Run 1, wiring by layer:
Scale: 4 px per um.
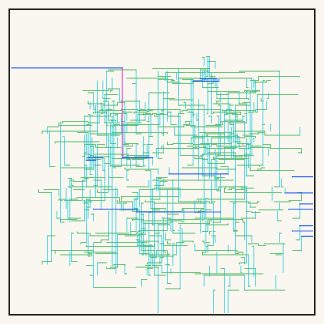
Run 1, placement by cell class:
Scale: 4 px per um.
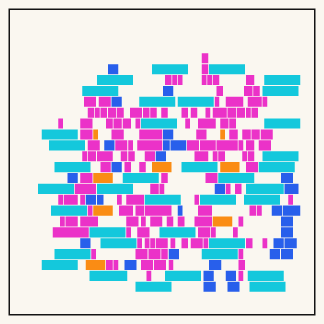
Run 1, pin placement:
Scale: 4 px per um. Pins as bars across the die edge, other pins in gray.
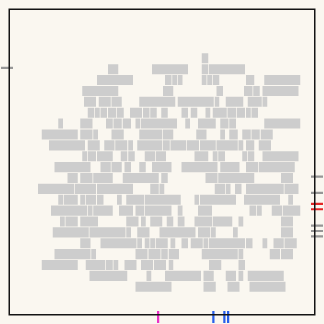
<file path="src/rtl/vga_bar_gen.sv">
// VGA 640x480@60 timing generator with an eight-bar colour test pattern.
// Runs from the 100 MHz oscillator using an internal 25 MHz pixel enable.
module vga_bar_gen #(
    parameter int H_VISIBLE = 640,
    parameter int H_FP      = 16,
    parameter int H_SYNC    = 96,
    parameter int H_BP      = 48,
    parameter int V_VISIBLE = 480,
    parameter int V_FP      = 10,
    parameter int V_SYNC    = 2,
    parameter int V_BP      = 33,
    parameter int CLK_DIV   = 4,
    parameter int BAR_WIDTH = 80
) (
    input  logic       CLK_100MHz,
    input  logic       RST,
    output logic       HSync,
    output logic       VSync,
    output logic [2:0] Red,
    output logic [2:0] Green,
    output logic [1:0] Blue
);

    localparam int H_TOTAL = H_VISIBLE + H_FP + H_SYNC + H_BP;
    localparam int V_TOTAL = V_VISIBLE + V_FP + V_SYNC + V_BP;
    localparam int PS_W = (CLK_DIV > 1) ? $clog2(CLK_DIV) : 1;
    localparam int BW_W = (BAR_WIDTH > 1) ? $clog2(BAR_WIDTH) : 1;

    localparam logic [PS_W-1:0] PS_MAX = PS_W'(CLK_DIV - 1);
    localparam logic [BW_W-1:0] BAR_MAX = BW_W'(BAR_WIDTH - 1);
    localparam logic [9:0] H_MAX = 10'(H_TOTAL - 1);
    localparam logic [9:0] V_MAX = 10'(V_TOTAL - 1);
    localparam logic [9:0] H_ACT = 10'(H_VISIBLE);
    localparam logic [9:0] V_ACT = 10'(V_VISIBLE);
    localparam logic [9:0] HS_BEG = 10'(H_VISIBLE + H_FP);
    localparam logic [9:0] HS_END = 10'(H_VISIBLE + H_FP + H_SYNC);
    localparam logic [9:0] VS_BEG = 10'(V_VISIBLE + V_FP);
    localparam logic [9:0] VS_END = 10'(V_VISIBLE + V_FP + V_SYNC);

    logic [PS_W-1:0] prescaler;
    logic [9:0]      h_cnt;
    logic [9:0]      v_cnt;
    logic [BW_W-1:0] bar_px;
    logic [2:0]      bar_idx;

    logic       pix_en;
    logic       h_wrap;
    logic       v_wrap;
    logic       bar_last;
    logic       active;
    logic       hs_next;
    logic       vs_next;
    logic [2:0] red_next;
    logic [2:0] green_next;
    logic [1:0] blue_next;

    always_comb begin
        pix_en   = (prescaler == PS_MAX);
        h_wrap   = (h_cnt == H_MAX);
        v_wrap   = (v_cnt == V_MAX);
        bar_last = (bar_px == BAR_MAX);
    end

    // Decode the pixel currently addressed by the counters; the output
    // registers capture it, so the pins lag the counters by one pixel.
    always_comb begin
        active     = (h_cnt < H_ACT) && (v_cnt < V_ACT);
        hs_next    = !((h_cnt >= HS_BEG) && (h_cnt < HS_END));
        vs_next    = !((v_cnt >= VS_BEG) && (v_cnt < VS_END));
        red_next   = 3'b000;
        green_next = 3'b000;
        blue_next  = 2'b00;
        if (active) begin
            red_next   = {3{bar_idx[2]}};
            green_next = {3{bar_idx[1]}};
            blue_next  = {2{bar_idx[0]}};
        end
    end

    always_ff @(posedge CLK_100MHz or posedge RST) begin
        if (RST) begin
            prescaler <= '0;
        end else if (pix_en) begin
            prescaler <= '0;
        end else begin
            prescaler <= prescaler + 1'b1;
        end
    end

    always_ff @(posedge CLK_100MHz or posedge RST) begin
        if (RST) begin
            h_cnt <= '0;
            v_cnt <= '0;
        end else if (pix_en) begin
            if (h_wrap) begin
                h_cnt <= '0;
                v_cnt <= v_wrap ? 10'd0 : v_cnt + 10'd1;
            end else begin
                h_cnt <= h_cnt + 10'd1;
            end
        end
    end

    // Bar counter tracks h_cnt / BAR_WIDTH without a divider.
    always_ff @(posedge CLK_100MHz or posedge RST) begin
        if (RST) begin
            bar_px  <= '0;
            bar_idx <= '0;
        end else if (pix_en) begin
            if (h_wrap) begin
                bar_px  <= '0;
                bar_idx <= '0;
            end else if (bar_last) begin
                bar_px  <= '0;
                bar_idx <= bar_idx + 3'd1;
            end else begin
                bar_px <= bar_px + 1'b1;
            end
        end
    end

    always_ff @(posedge CLK_100MHz or posedge RST) begin
        if (RST) begin
            HSync <= 1'b1;
            VSync <= 1'b1;
            Red   <= '0;
            Green <= '0;
            Blue  <= '0;
        end else if (pix_en) begin
            HSync <= hs_next;
            VSync <= vs_next;
            Red   <= red_next;
            Green <= green_next;
            Blue  <= blue_next;
        end
    end

endmodule

</file>
<file path="config.mk">
export PLATFORM = sky130hd
export DESIGN_NAME = vga_bar_gen
export DESIGN_NICKNAME = d
export VERILOG_FILES = /design/src/rtl/vga_bar_gen.sv
export SDC_FILE = /design/constraint.sdc
export NUM_CORES = 1
export LEC_CHECK = 0
export CORE_MARGIN = 3
export CORE_UTILIZATION = 38
export DETAILED_ROUTE_END_ITERATION = 6
export GPL_TIMING_DRIVEN = 0
export PLACE_DENSITY = 0.64
export SYNTH_ARGS = -nofsm -noshare
export SYNTH_HDL_FRONTEND = slang
export SYNTH_SLANG_ARGS = --single-unit
</file>
<file path="constraint.sdc">
create_clock -name CLK_100MHz -period 1.6 [get_ports CLK_100MHz]
set_input_delay 0.32 -clock CLK_100MHz [delete_from_list [all_inputs] [get_ports CLK_100MHz]]
set_output_delay 0.32 -clock CLK_100MHz [all_outputs]
set_load 0.02 [all_outputs]
</file>
==> metrics.yaml, run 1 <==
met3_usage_pct: 4.02
synth-async-reset-ratio_pct: 100
top_cells_by_area: "dfrtp_1 47%, xnor2_1 5.6%, ha_1 4.7%"
layout.nets: 224
finalSetupViolCount: 1
vdd.ir_drop.worst_uv: 447
worst_ep_arrival_time_ns: 1.82
totalPowerFinal_w: 0.00162
routed_wire_length_per_instance_um: 12.0
required_ns: 1.82
grt_use_total_pct: 12.3
final-seq-area_sq_um: 928
areaGrowthSynthToFinish_pct: 22.0
post-route-min-period_ns: 1.61
num_vias: 1375
power.density_nw_per_um2: 713
met3RoutedLength_um: 130
yosysSeqAreaShare_pct: 49.9
firstDrtPassIters: 4
yosys_cells: 185
leakage_nw: 1.04
fin_skew_ns: 0.00588
type_of_the_tightest_min_delay_check: "reg2reg"
worst-path-stages: 5
warnings: 30
mi_logic_area_sq_um: 885
chip_height_um: 76.0
comb_area_share_pct: 38.9
num_antenna_cells: 0
postSynthCellCount: 185
top_logic_kind: "simple AND/OR/NAND/NOR gates"
violations_in_the_final_reports: "setup timing"
met1_length_um: 1650
synth.cells.most_frequent: "35 x dfrtp_1, 21 x nor2_1, 14 x nand2_1, 13 x nand3_1, 12 x xnor2_1"
worst_setup_path_startpoint: "prescaler[0]"
clock_sinks: 37
floorplan.core_area_sq_um: 4530
worstReg2RegEnd: "v_cnt[9]"
post_synth_num_cell_types: 38
crit_slowest_cell: "or4_4"
relSlewSlack_pct: 49.6
worst_path_largest_cell_delay_ns: 0.52
grt_pass1_wl_um: 5820
tns_ns: -0.00558
worst_setup_path_end_kind: "flip-flop"
floorplan.tapcells: 65
top_layer: "met4"
tritoncts: "yes"
layout.buffer.nonclock.area_share_pct: 11.2
grt_antenna_before_repair: 0
syn_avg_cell_area_sq_um: 10.1
grt.met1_usage_pct: 15.8
timing.critical_path.from_type: "flip-flop"
routed_wl_um: 3370
layout.cells.largest_class: "sequential cells"
max-clock-path-buffers: 2
cp-endpoint: "v_cnt[9]"
grt_pass1_vias: 1302
yosys_area_sq_um: 1860
num_io_pins: 12
cts_buffers: 5
outcome: "finished, violations left"
synth_top_cell_by_count: "dfrtp_1"
hold_path_startpoint: "prescaler[0]"
holdPathEnd: "prescaler[0]"
path_clk_slew_ns: 0.07
post_route_drc: 0
sequential_cell_total: 37
netlist_area_before_placement_sq_um: 1860
final_critical_path_share_of_the_clock_period_pct: 100
layout_setup_ws_ns: -0.00558
synth.area.mux_share_pct: 1.61
met2_wirelength_um: 1570
worst_r2r_startpoint: "prescaler[0]"
number_of_violations_reported_at_the_end_of_detailed_routing_iteration_0: 73
width_of_the_chip_um: 76.0
worst_r2r_path_depth: 5
cp_max_fo: 4
ys.flops: 37
syn_nets: 194
layout_cells_sized_above_1_pct: 19.9
area_fraction_of_the_dominant_cell_type_after_synthesis_pct: 47.0
layout.clock_buffers: 8
grt_use_met2_pct: 20.1
tightest_slew_ns: 0.754
maximum_achievable_frequency_mhz: 623
clock_area_share_pct: 3.96
multi_input_comb_cells: 130
cp_top_family: "simple AND/OR/NAND/NOR gates"
Notes on 'wiring by layer' above:
- metal 4: magenta (wire length 22.4 um)
- metal 1: green (wire length 1650 um)
- metal 2: cyan (wire length 1570 um)
- metal 3: blue (wire length 131 um)

Notes on 'placement by cell class' above:
- flops: cyan (cells 37)
- combinational and other logic: magenta (cells 139)
- other buffers and delay cells: blue (cells 32)
- clock drivers and dummy loads: orange (cells 8)
core occupancy in the finished layout: 50.1%
register fraction of the total cell area: 40.9%
floorplan row count: 24
Final Cell Area: 2270 sq um

Notes on 'pin placement' above:
- Blue: red (pins 2; direction output; edge right)
- HSync: magenta (pins 1; direction output; edge bottom)
- Red: blue (pins 3; direction output; edge bottom)

-- run 1: registers in the layout, summed over array words and instances (netlist names) --
register and cells:
Blue 1, Green 1, HSync 1, Red 1, VSync 1, bar_idx 3, bar_px 7, h_cnt 10
prescaler 2, v_cnt 10
-- run 1: layout by cell type (no fill, tap or decap), types with 2 or more instances in the layout --
cell type / Yosys / routed
a21oi_1: 5 / 4
dfrtp_1: 35 / 35
dfstp_2: 2 / 2
buf_4: 5 / 17
nand2_1: 14 / 14
buf_2: 2 / 2
and3_1: 3 / 3
nor3_1: 5 / 5
nand4_1: 8 / 8
xnor2_1: 12 / 12
xor2_1: 6 / 6
mux2i_1: 3 / 3
and4_1: 3 / 3
and3_2: 2 / 2
nor2_1: 21 / 21
inv_1: 9 / 8
nand3_1: 13 / 13
dlygate4sd2_1: 0 / 9
clkbuf_1: 1 / 3
ha_1: 7 / 5
clkbuf_8: 0 / 6
o21ai_0: 11 / 11
-- run 1: power breakdown --
part	switching, W	internal (W)
registers	0	0.000935
clock network	0.000313	0.000351
logic	0.0000176	0.00000235
total	0.000331	0.00129
-- run 1: stage by stage --
| step | hold slack (ns) | instance area (sq um) | std cells | setup WS [ns] |
|---|---|---|---|---|
| final | 0.475 | 2270 | 281 | -0.00558 |
| after global routing | 0.498 | 2270 | 281 | -0.0563 |
| after CTS | 0.486 | 2210 | 276 | 0.0111 |
| after detailed placement | 0.423 | 2060 | 261 | -0.203 |
| after global placement | 0.418 | 2060 | 261 | -0.410 |
| after floorplan | 0.403 | 1860 | 185 | 0.00820 |
-- run 1: what timing repair did --
item,in CTS,in global routing
pin swaps,2,4
setup buffers,7,5
endpoints found under the setup margin,35,20
gates resized,15,6
Run 1, placement density heat map:
Scale: 4 px per um. The die is cut into 8 by 8 equal tiles; black is low, pale yellow is high, 0 to 100% covered.
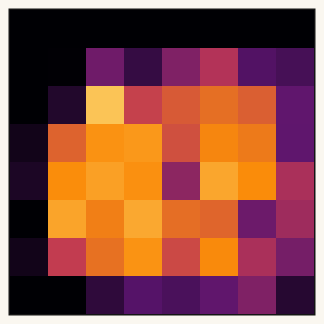

==> inputs of run 2 (changes only) <==
--- a/config.mk
+++ b/config.mk
@@ -5,11 +5,13 @@
 export SDC_FILE = /design/constraint.sdc
 export NUM_CORES = 1
 export LEC_CHECK = 0
+export ABC_AREA = 1
 export CORE_MARGIN = 3
 export CORE_UTILIZATION = 38
 export DETAILED_ROUTE_END_ITERATION = 6
+export DONT_BUFFER_PORTS = 1
 export GPL_TIMING_DRIVEN = 0
-export PLACE_DENSITY = 0.64
+export PLACE_DENSITY = 0.61
 export SYNTH_ARGS = -nofsm -noshare
 export SYNTH_HDL_FRONTEND = slang
 export SYNTH_SLANG_ARGS = --single-unit
Run 2, placement density heat map:
Scale: 4 px per um. The die is cut into 8 by 8 equal tiles; black is low, pale yellow is high, 0 to 100% covered.
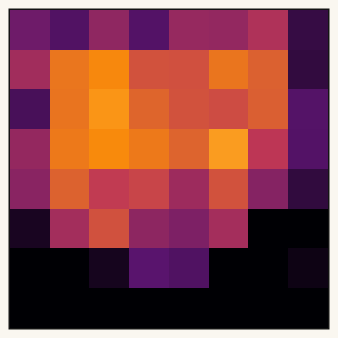
- fullest tile: 79%
- tiles over 75% full: 3.1%
- nearly empty tiles: 22%
- emptiest ninth of the die: lower right
- mean over tiles: 35%
Placeable Area: 5170 sq um
Initial Util: 39.7%
core occupancy in the finished layout: 44.2%

Run 2, placement by cell class:
Scale: 3 px per um.
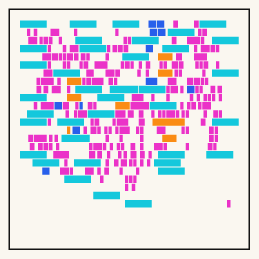
- flops: cyan (cells 37)
- clock drivers and dummy loads: orange (cells 8)
- combinational and other logic: magenta (cells 209)
- other buffers and delay cells: blue (cells 11)

==> run 2 against run 1 <==
The run now ends clean. Power increased by 11%. Combinational power decreased by about 10%. Non-clock buffer count decreased by 21. Hold slack got worse by 0.42 ns. Register-to-register slack improved by 0.16 ns. Critical endpoint is now bar_idx[0]. Largest cell class is now combinational gates. Highest routed layer unchanged.
==> metrics.yaml, run 2 <==
area_fraction_of_the_dominant_cell_type_after_synthesis_pct: 42.6  # -4.4 points
outcome: "completed"
postSynthCellCount: 255  # +38%
fin_skew_ns: 0.00725  # +0.00138 ns
ys.flops: 37  # unchanged
buffer_ports.inserted: 0
post_route_drc: 0  # unchanged
num_antenna_cells: 0  # unchanged
worst_ep_arrival_time_ns: 1.63  # -0.19 ns
routed_wl_um: 4070  # +21%
cts_buffers: 5  # unchanged
worst_path_largest_cell_delay_ns: 0.38  # -0.14 ns
largest_registers: "h_cnt: 10 flops, v_cnt: 10 flops, bar_px: 7 flops"
layout_cells_sized_above_1_pct: 13.2  # -6.7 points
num_rows: 26  # +8.3%
num_vias: 1595  # +16%
routed_wire_length_per_instance_um: 12.1  # +1.2%
mostFrequentLayoutCell: "nand2_1"
tightest_slew_ns: 0.784  # +0.0297 ns
path_clk_slew_ns: 0.08  # about the same
number_of_violations_reported_at_the_end_of_detailed_routing_iteration_0: 46  # -37%
final_critical_path_share_of_the_clock_period_pct: 90.7  # -9.7 points
maximum_achievable_frequency_mhz: 689  # +11%
layout.nets: 273  # +22%
relSlewSlack_pct: 47.6  # -2.0 points
power.density_nw_per_um2: 784  # +10%
cp_top_family: "simple AND/OR/NAND/NOR gates"
vdd.ir_drop.worst_uv: 505  # +13%
cp_max_fo: 9  # +5
top_logic_kind: "simple AND/OR/NAND/NOR gates"
syn_nets: 264  # +36%
width_of_the_chip_um: 79.5  # +4.7%
tritoncts: "yes"
cts_post_setup_buffers_inserted: 0  # -7
clock_sinks: 37  # unchanged
netlist_area_before_placement_sq_um: 2050  # +10%
syn_avg_cell_area_sq_um: 8.06  # -20%
grt_setup_unrepaired: "no"
n_fill_cell: 530
grt_antenna_before_repair: 0  # unchanged
post_cts.resized_instances: 0  # -15
synth.cells.most_frequent: "58 x nand2_1, 35 x dfrtp_1, 34 x nor2_1, 27 x inv_1, 20 x nand3_1"
type_of_the_tightest_min_delay_check: "in2async"
top_cells_by_area: "dfrtp_1 43%, nand2_1 11%, nor2_1 6.2%"
post_synth_num_cell_types: 27  # -29%
required_ns: 1.78  # -0.04 ns
grt_pass1_wl_um: 7280  # +25%
timing.critical_path.from_type: "flip-flop"
layout_setup_ws_ns: 0.149  # +0.155 ns
synth_top_cell_by_count: "nand2_1"
yosysSeqAreaShare_pct: 45.2  # -4.7 points
synth-async-reset-ratio_pct: 100  # unchanged
finalInstanceArea_sq_um: 2290  # +0.72%
grt_pass1_vias: 1590  # +22%
chip_height_um: 79.5  # +4.7%
yosys_area_sq_um: 2050  # +10%
dp_slack_ns: 0.0742  # +0.277 ns
post-route-min-period_ns: 1.45  # -0.155 ns
grt_use_total_pct: 14.6  # +2.3 points
areaGrowthSynthToFinish_pct: 11.4
final_layout_top_logic_cells: "58 x nand2_1, 35 x dfrtp_1, 34 x nor2_1"
synth.area.mux_share_pct: 0  # -1.6 points
==> run 2: final cells by class <==
class | instances | area, sq um | share of cell area (%)
tap | 70 | 87.6 | 3.83
clock buffer | 7 | 86.3 | 3.77
sequential | 37 | 928 | 40.6
inverter | 32 | 123 | 5.36
clock inverter | 1 | 30.0 | 1.31
buffer | 9 | 67.6 | 2.95
timing repair buffer | 2 | 15.0 | 0.656
multi-input combinational | 177 | 951 | 41.6
==> run 2: cells by family (layout without fill, tap and decap cells) <==
logic type | count (synthesis) | count (layout)
fa+ha+maj | 7 | 7
xor+xnor | 16 | 16
flops | 37 | 37
simple gates | 140 | 140
compound gates | 14 | 14
buf+inv | 41 | 51
==> run 2: layer usage <==
metal	share of wire, %	global-route usage, %	up-vias
met3	3.3	3.72	5
met2	49	23.5	20
met5	0	0	-
li1	-	-	825
met4	1.1	4.64	0
met1	47	19.3	745
==> run 2: final timing paths <==
check | endpoint | cells past startpoint | slack [ns] | from
worst max-delay path | bar_idx[0] | 8 | 0.15 | prescaler[0]
worst min-delay path | v_cnt[3] | 1 | 0.06 | RST
max in group asynchronous | h_cnt[8] | 1 | 1.04 | RST
min in group CLK_100MHz | prescaler[0] | 1 | 0.43 | prescaler[0]
worst max register to register | bar_idx[0] | 8 | 0.15 | prescaler[0]
worst min register to register | prescaler[0] | 1 | 0.43 | prescaler[0]
==> run 2: through the flow <==
step           hold slack [ns]  std cells  util [%]
6_report                0.0552        335      44.2
5_1_grt                  0.111        335      44.2
4_1_cts                 0.0913        333      43.7
3_5_place_dp             0.409        325      41.4
3_3_place_gp             0.417        325      41.4
2_1_floorplan            0.403        255         -
==> run 2: report_power, final <==
part	switching (W)	leakage, nW	internal, W
Clock	0.000334	0.0585	0.000508
Combinational	0.0000178	0.529	0.000000305
Sequential	0	0.485	0.000935
==> inputs of run 3 (changes only) <==
--- a/config.mk
+++ b/config.mk
@@ -6,6 +6,7 @@
 export NUM_CORES = 1
 export LEC_CHECK = 0
 export ABC_AREA = 1
+export CAP_MARGIN = 20
 export CORE_MARGIN = 3
 export CORE_UTILIZATION = 38
 export DETAILED_ROUTE_END_ITERATION = 6
Run 3, placement density heat map:
Scale: 4 px per um. The die is cut into 8 by 8 equal tiles; black is low, pale yellow is high, 0 to 100% covered.
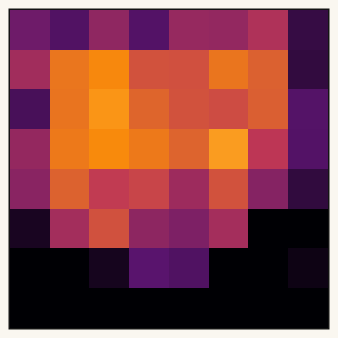
- densest ninth of the die: center
- tiles over 75% full: 3.1%
- emptiest ninth of the die: lower right

==> run 3 against run 2 <==
Die area unchanged. Combinational power about the same. Hold slack unchanged. Sequential share of layout area unchanged. Core utilization unchanged. Largest power group unchanged.
==> metrics.yaml, run 3 <==
final_util_pct: 44.2  # unchanged
post_route_drc: 0  # unchanged
worst_path_largest_cell_delay_ns: 0.38  # about the same
routed_wl_um: 4070  # unchanged
yosys_area_sq_um: 2050  # unchanged
netlist_area_before_placement_sq_um: 2050  # unchanged
top_cells_by_area: "dfrtp_1 43%, nand2_1 11%, nor2_1 6.2%"
required_ns: 1.78  # about the same
floorplan.core_area_sq_um: 5170  # unchanged
power.density_nw_per_um2: 784  # unchanged
warnings: 29
largest_registers: "h_cnt: 10 flops, v_cnt: 10 flops, bar_px: 7 flops"
post_synthesis_share_of_cell_area_spent_on_xor_and_xnor_gates_pct: 6.82
synth.cells.most_frequent: "58 x nand2_1, 35 x dfrtp_1, 34 x nor2_1, 27 x inv_1, 20 x nand3_1"
relSlewSlack_pct: 47.6  # unchanged
post-route-min-period_ns: 1.45  # unchanged
grt_antenna_before_repair: 0  # unchanged
post_synth_num_cell_types: 27  # unchanged
postSynthCellCount: 255  # unchanged
chip_height_um: 79.5  # unchanged
r2r_setup_slack_ns: 0.15  # about the same
mostFrequentLayoutCell: "nand2_1"
hold-worst-slack_ns: 0.0552  # unchanged
final_layout_top_logic_cells: "58 x nand2_1, 35 x dfrtp_1, 34 x nor2_1"
path_clk_slew_ns: 0.08  # about the same
fin_skew_ns: 0.00725  # unchanged
vdd.ir_drop.worst_uv: 505  # unchanged
synth-async-reset-ratio_pct: 100  # unchanged
tightest_slew_ns: 0.784  # unchanged
placed_cells_incl_taps: 325  # unchanged
timing.critical_path.from_type: "flip-flop"
ys.flops: 37  # unchanged
maximum_achievable_frequency_mhz: 689  # unchanged
synth.area.mux_share_pct: 0  # unchanged
finish.cell_count_without_fillers: 335  # unchanged
totalPowerFinal_w: 0.00179
layout_cells_sized_above_1_pct: 13.2  # unchanged
synth_top_cell_by_count: "nand2_1"
top_logic_kind: "simple AND/OR/NAND/NOR gates"
grt_setup_unrepaired: "no"
tritoncts: "yes"
outcome: "completed"
areaGrowthSynthToFinish_pct: 11.4  # unchanged
width_of_the_chip_um: 79.5  # unchanged
yosysSeqAreaShare_pct: 45.2  # unchanged
cts_buffers: 5  # unchanged
grt_use_total_pct: 14.6  # unchanged
buffer_ports.inserted: 0  # unchanged
routed_wire_length_per_instance_um: 12.1  # unchanged
layout.nets: 273  # unchanged
clock_sinks: 37  # unchanged
worst_ep_arrival_time_ns: 1.63  # about the same
grt_pass1_vias: 1590  # unchanged
number_of_violations_reported_at_the_end_of_detailed_routing_iteration_0: 46  # unchanged
cp_max_fo: 9  # unchanged
syn_avg_cell_area_sq_um: 8.06  # unchanged
initial_utilization_pct: 39.7  # unchanged
grt_pass1_wl_um: 7280  # unchanged
area_fraction_of_the_dominant_cell_type_after_synthesis_pct: 42.6  # unchanged
type_of_the_tightest_min_delay_check: "in2async"
Run 3, placement by cell class:
Scale: 3 px per um.
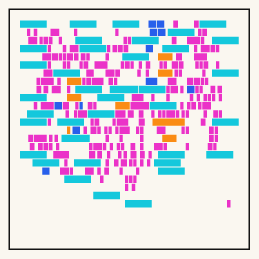
- combinational and other logic: magenta (cells 209)
- flops: cyan (cells 37)
- clock drivers and dummy loads: orange (cells 8)
- other buffers and delay cells: blue (cells 11)
register fraction of the total cell area: 40.6%
Final Cell Area: 2290 sq um
floorplan row count: 26

-- run 3: path summary, 6_finish.rpt --
| path | from | to | cells after the start |
|---|---|---|---|
| setup / recovery | prescaler[0] | bar_idx[0] | 8 |
| hold / removal | RST | v_cnt[3] | 1 |
| setup reg to reg | prescaler[0] | bar_idx[0] | 8 |
| hold reg to reg | prescaler[0] | prescaler[0] | 1 |
| max in group asynchronous | RST | h_cnt[8] | 1 |
| min in group CLK_100MHz | prescaler[0] | prescaler[0] | 1 |
-- run 3: repair_timing --
item	CTS	global route
endpoints found under the setup margin	0	15
buffers inserted	0	2
resized	0	5
-- run 3: through the flow --
stage | area (sq um) | setup slack, ns | setup TNS (ns)
after global routing | 2290 | 0.00591 | 0
after detailed placement | 2140 | 0.0742 | 0
after CTS | 2260 | 0.0623 | 0
after floorplan | 2050 | 0.274 | 0
after global placement | 2140 | -0.0333 | -1.07
final | 2290 | 0.149 | 0
-- run 3: power by group --
group          internal, W  switching (W)   total, W
combinational  0.000000305      0.0000178  0.0000181
sequential        0.000935              0   0.000935
clock             0.000508       0.000334   0.000842
total              0.00144       0.000351    0.00179
-- run 3: metal layers --
layer	vias up	wire (um)	global-route usage, %
li1	825	-	-
met1	745	1910	19.3
met2	20	1980	23.5
met3	5	135	3.72
met4	0	44	4.64
met5	-	0	0
-- run 3: worst max-delay path: cells and delay by family, from the launching register on --
kind | cells | cell delay [ns]
and+or+nand+nor | 5 | 0.47
DFF | 1 | 0.38
buffers and inverters | 2 | 0.30
adders and majority gates | 1 | 0.19
-- run 3: area by class of cell --
class,instances,area (sq um)
Clock inverter,1,30.0
Sequential cell,37,928
Inverter,32,123
Fill cell,530,2880
Tap cell,70,87.6
Buffer,9,67.6
Clock buffer,7,86.3
Timing Repair Buffer,2,15.0
Multi-Input combinational cell,177,951
Power is estimated from default activity; no workload was simulated.
